==> src/rtl/dmem_store_buffer.sv <==
// Posted-write store buffer between the M stage and the data memory.
// Buffers stores in order and forwards the youngest match to loads.
module dmem_store_buffer #(
  parameter int DEPTH = 4
) (
  input  logic        clk,
  input  logic        reset,
  input  logic        mem_write,
  input  logic [31:0] aluresultM,
  input  logic [31:0] writedataM,
  output logic [31:0] readdataM,
  output logic [31:0] mem_rd_addr,
  input  logic [31:0] mem_rd_data,
  output logic        wr_valid,
  output logic [31:0] wr_addr,
  output logic [31:0] wr_data,
  input  logic        wr_ready,
  output logic        sb_full,
  output logic        sb_empty,
  output logic        sb_overflow
);

  localparam int AW = $clog2(DEPTH);
  localparam int CW = AW + 1;

  logic [29:0]   addr_q [DEPTH];
  logic [31:0]   data_q [DEPTH];
  logic [AW-1:0] head;
  logic [AW-1:0] tail;
  logic [CW-1:0] count;
  logic          ovf;
  logic          push;
  logic          pop;
  logic          fwd_hit;
  logic [31:0]   fwd_data;
  logic [AW-1:0] idx;
  logic          unused_lsb;

  assign unused_lsb  = ^aluresultM[1:0];

  assign sb_empty    = (count == '0);
  assign sb_full     = (count == CW'(DEPTH));
  assign sb_overflow = ovf;
  assign wr_valid    = !sb_empty;
  assign pop         = wr_valid && wr_ready;
  assign push        = mem_write && (!sb_full || pop);

  assign wr_addr     = wr_valid ? {addr_q[head], 2'b00} : '0;
  assign wr_data     = wr_valid ? data_q[head] : '0;
  assign mem_rd_addr = {aluresultM[31:2], 2'b00};
  assign readdataM   = fwd_hit ? fwd_data : mem_rd_data;

  // Pointers, occupancy and the sticky drop flag.
  always_ff @(posedge clk or negedge reset) begin
    if (!reset) begin
      head  <= '0;
      tail  <= '0;
      count <= '0;
      ovf   <= 1'b0;
    end else begin
      if (pop)  head <= head + 1'b1;
      if (push) tail <= tail + 1'b1;
      if (push && !pop)
        count <= count + 1'b1;
      else if (pop && !push)
        count <= count - 1'b1;
      if (mem_write && !push) ovf <= 1'b1;
    end
  end

  // Entry storage; contents are don't-care until occupied.
  always_ff @(posedge clk) begin
    if (push) begin
      addr_q[tail] <= aluresultM[31:2];
      data_q[tail] <= writedataM;
    end
  end

  // Scan head to tail so the youngest match wins.
  always_comb begin
    fwd_hit  = 1'b0;
    fwd_data = '0;
    idx      = '0;
    for (int i = 0; i < DEPTH; i++) begin
      idx = head + AW'(i);
      if ((CW'(i) < count) &&
          (addr_q[idx] == aluresultM[31:2])) begin
        fwd_hit  = 1'b1;
        fwd_data = data_q[idx];
      end
    end
  end

endmodule

==> config.mk <==
export PLATFORM = sky130hd
export DESIGN_NAME = dmem_store_buffer
export DESIGN_NICKNAME = d
export VERILOG_FILES = /design/src/rtl/dmem_store_buffer.sv
export SDC_FILE = /design/constraint.sdc
export NUM_CORES = 1
export LEC_CHECK = 0
export ABC_CLOCK_PERIOD_IN_PS = 4430
export CAP_MARGIN = 10
export CORE_MARGIN = 8
export CORE_UTILIZATION = 50
export CTS_BUF_LIST = sky130_fd_sc_hd__clkbuf_4 sky130_fd_sc_hd__clkbuf_8
export CTS_CLUSTER_DIAMETER = 200
export DETAILED_ROUTE_END_ITERATION = 16
export GPL_ROUTABILITY_DRIVEN = 0
export HOLD_SLACK_MARGIN = 0.05
export PLACE_DENSITY = 0.76
export SKIP_CTS_REPAIR_TIMING = 1
export SYNTH_ARGS = -nofsm -noshare
export SYNTH_HDL_FRONTEND = slang
export SYNTH_SLANG_ARGS = --single-unit
==> constraint.sdc <==
create_clock -name clk -period 4.43 [get_ports clk]
set_input_delay 0.886 -clock clk [delete_from_list [all_inputs] [get_ports clk]]
set_output_delay 0.886 -clock clk [all_outputs]
set_load 0.03 [all_outputs]
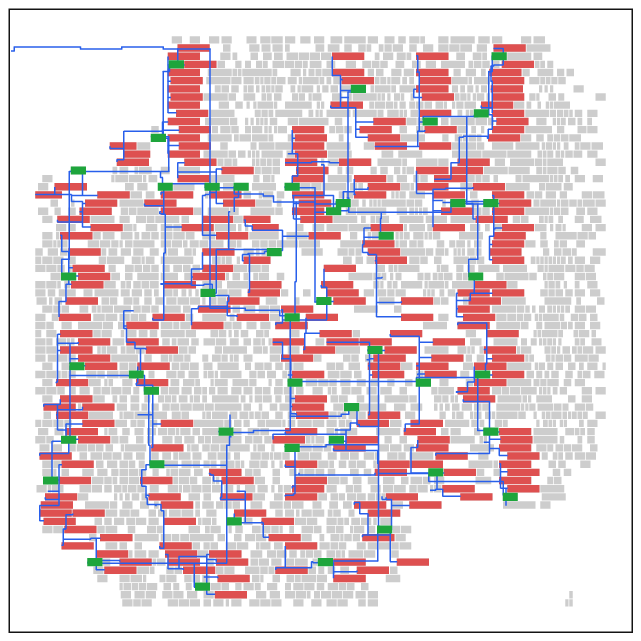
(images/clock_wires.png)
Scale: 3 px per um.
Red marks flip-flops, count 256. Green marks clock-net drivers, count 44. Blue marks clock wires, length 3,310 um.
Position of the flops: all over the die. There are 45 routed clock nets.
clock skew: 29.6 ps
clk_lat worst skew: 570 ps
clk pwr: 2150 uW
clock power share: 0.129

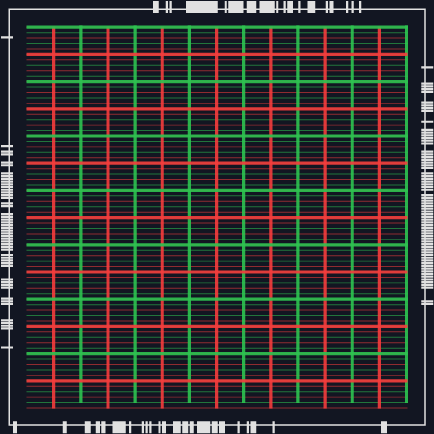
(images/floorplan.png)
Scale: 2 px per um. Pins as bars on the die edge.
Green marks VDD. Red marks VSS.
The core has 70 rows. 71 met1 rails follow the rows. 14 straps on met5. 14 straps on met4.
worst vdd ir: 0.611 mV
core region area: 36,300 sq um
Die X-Extent: 207 um

==> impl_metrics.csv <==
group,metric,value,unit
outcome,run_status,"finished with violations",
outcome,violations,"negative setup slack",
final_layout,postLayoutCoreUtil,0.682,
placement,dp_hpwl,40.9,mm
run,warnings,38,
global_routing,grt_pass1_wl,89.1,mm
synth,yosys.area.top_type,"edfxtp_1",
detailed_routing,drt_iter0_drc,1488,
detailed_routing,ant_nets,0,
placement,portBuffers,225,
clocking,clock_sinks,256,
clocking,clk_path_buf_depth,3,
clocking,cts_tree,"done",
power,power_density,674,nW/um^2
final_timing,maxSlewHeadroom,0.471,
clocking,root_buffer,"clkbuf_8",
synth,top_cell_area_share,0.408,
synth,async_reset_ff_frac,0.0313,
final_timing,post-route-worst-setup-slack,-1060,ps
global_routing,grt.overflow.total,0,
critical_path,cp_max_fo,11,
synth,ys_cells,1648,
global_routing,grt_pass1_vias,16266,
final_timing,final-setup-viol-count,32,
final_timing,hold_viol,0,
global_routing,grt_max_degree,153,
detailed_routing,avgViaCountPerCell,6.18,
power,p_int,9450,uW
critical_path,path_cells,"buf_6, buf_12, buf_6, mux4_2, xnor2_2, nand4_1, or3_4, a2111oi_4, buf_12, buf_8, buf_12, buf_8, nor3_2, a2111oi_2, a21oi_1, a21oi_1, o21ai_2, buf_6",
synth,yosys-top-cells-count,"edfxtp_1, nor2_1, mux2i_1",
floorplanning,rows,70,
final_timing,max_freq,0.182,GHz
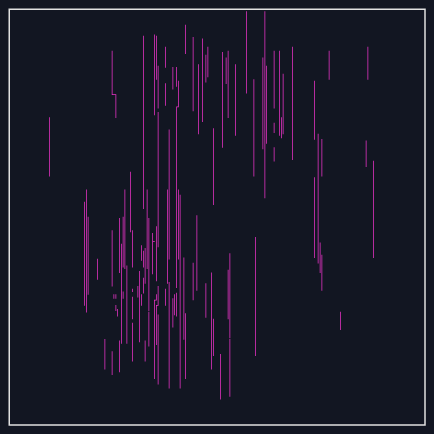
(images/m4.png)
Scale: 2 px per um.
The layer carries 3,090 um of wire. The layer holds 5.2% of the routed length. The longest straight run is 96.6 um.
DR vias: 16,095
Post-Route WL: 59.1 mm

==> kinds of logic (layout without fill, tap and decap cells) <==
logic type	after synthesis	count (layout)	synth area share
AND-OR/OR-AND	339	339	0.129
XOR/XNOR	113	113	0.0542
adder cells (fa/ha/maj)	9	9	0.00616
buffers and inverters	200	682	0.0565
flip-flops	256	256	0.419
multiplexers	290	290	0.217
other	1	7	0.000205
AND/OR/NAND/NOR	440	440	0.118
==> worst paths after layout <==
path | startpoint | slack (ps) | to | cells past startpoint
max | head[1] | -1060 | readdataM[28] | 18
min | sb_overflow | 460 | sb_overflow | 1
max reg2reg | count[0] | 1990 | data_q[2][3] | 9
min reg2reg | sb_overflow | 460 | sb_overflow | 1
max in group asynchronous | reset | 3400 | head[0] | 1
min in group asynchronous | reset | 660 | head[1] | 1
==> power groups by stage <==
stage          logic [uW]  registers, uW  clock network [uW]
3_3_place_gp        10300           3510                   0
6_report            11000           3510                2150
4_1_cts             10500           3510                2180
2_1_floorplan        6650           3480                   0
5_1_grt             11600           3560                2280
3_5_place_dp        10500           3560                   0
==> area by class of cell <==
type                            count  area, sq um
Fill cell                        2611        11500
Multi-Input combinational cell   1195         9930
Sequential cell                   256         7650
Timing Repair Buffer              586         5600
Clock buffer                       53          673
Tap cell                          468          586
Clock inverter                     27          201
Inverter                           16         61.3
Antenna cell                        3         7.51
==> sequential cells by signal (all words and copies together), names as in the netlist <==
name         flops
addr_q         120
count            3
data_q         128
head             2
sb_overflow      1
tail             2
==> layer usage <==
metal | vias up | GRT usage | share of wire
met5 | - | 0 | 0
met3 | 232 | 0.0580 | 0.092
met2 | 902 | 0.425 | 0.48
met1 | 7796 | 0.311 | 0.38
li1 | 7165 | - | -
met4 | 0 | 0.136 | 0.052
Power is estimated from default activity; no workload was simulated.
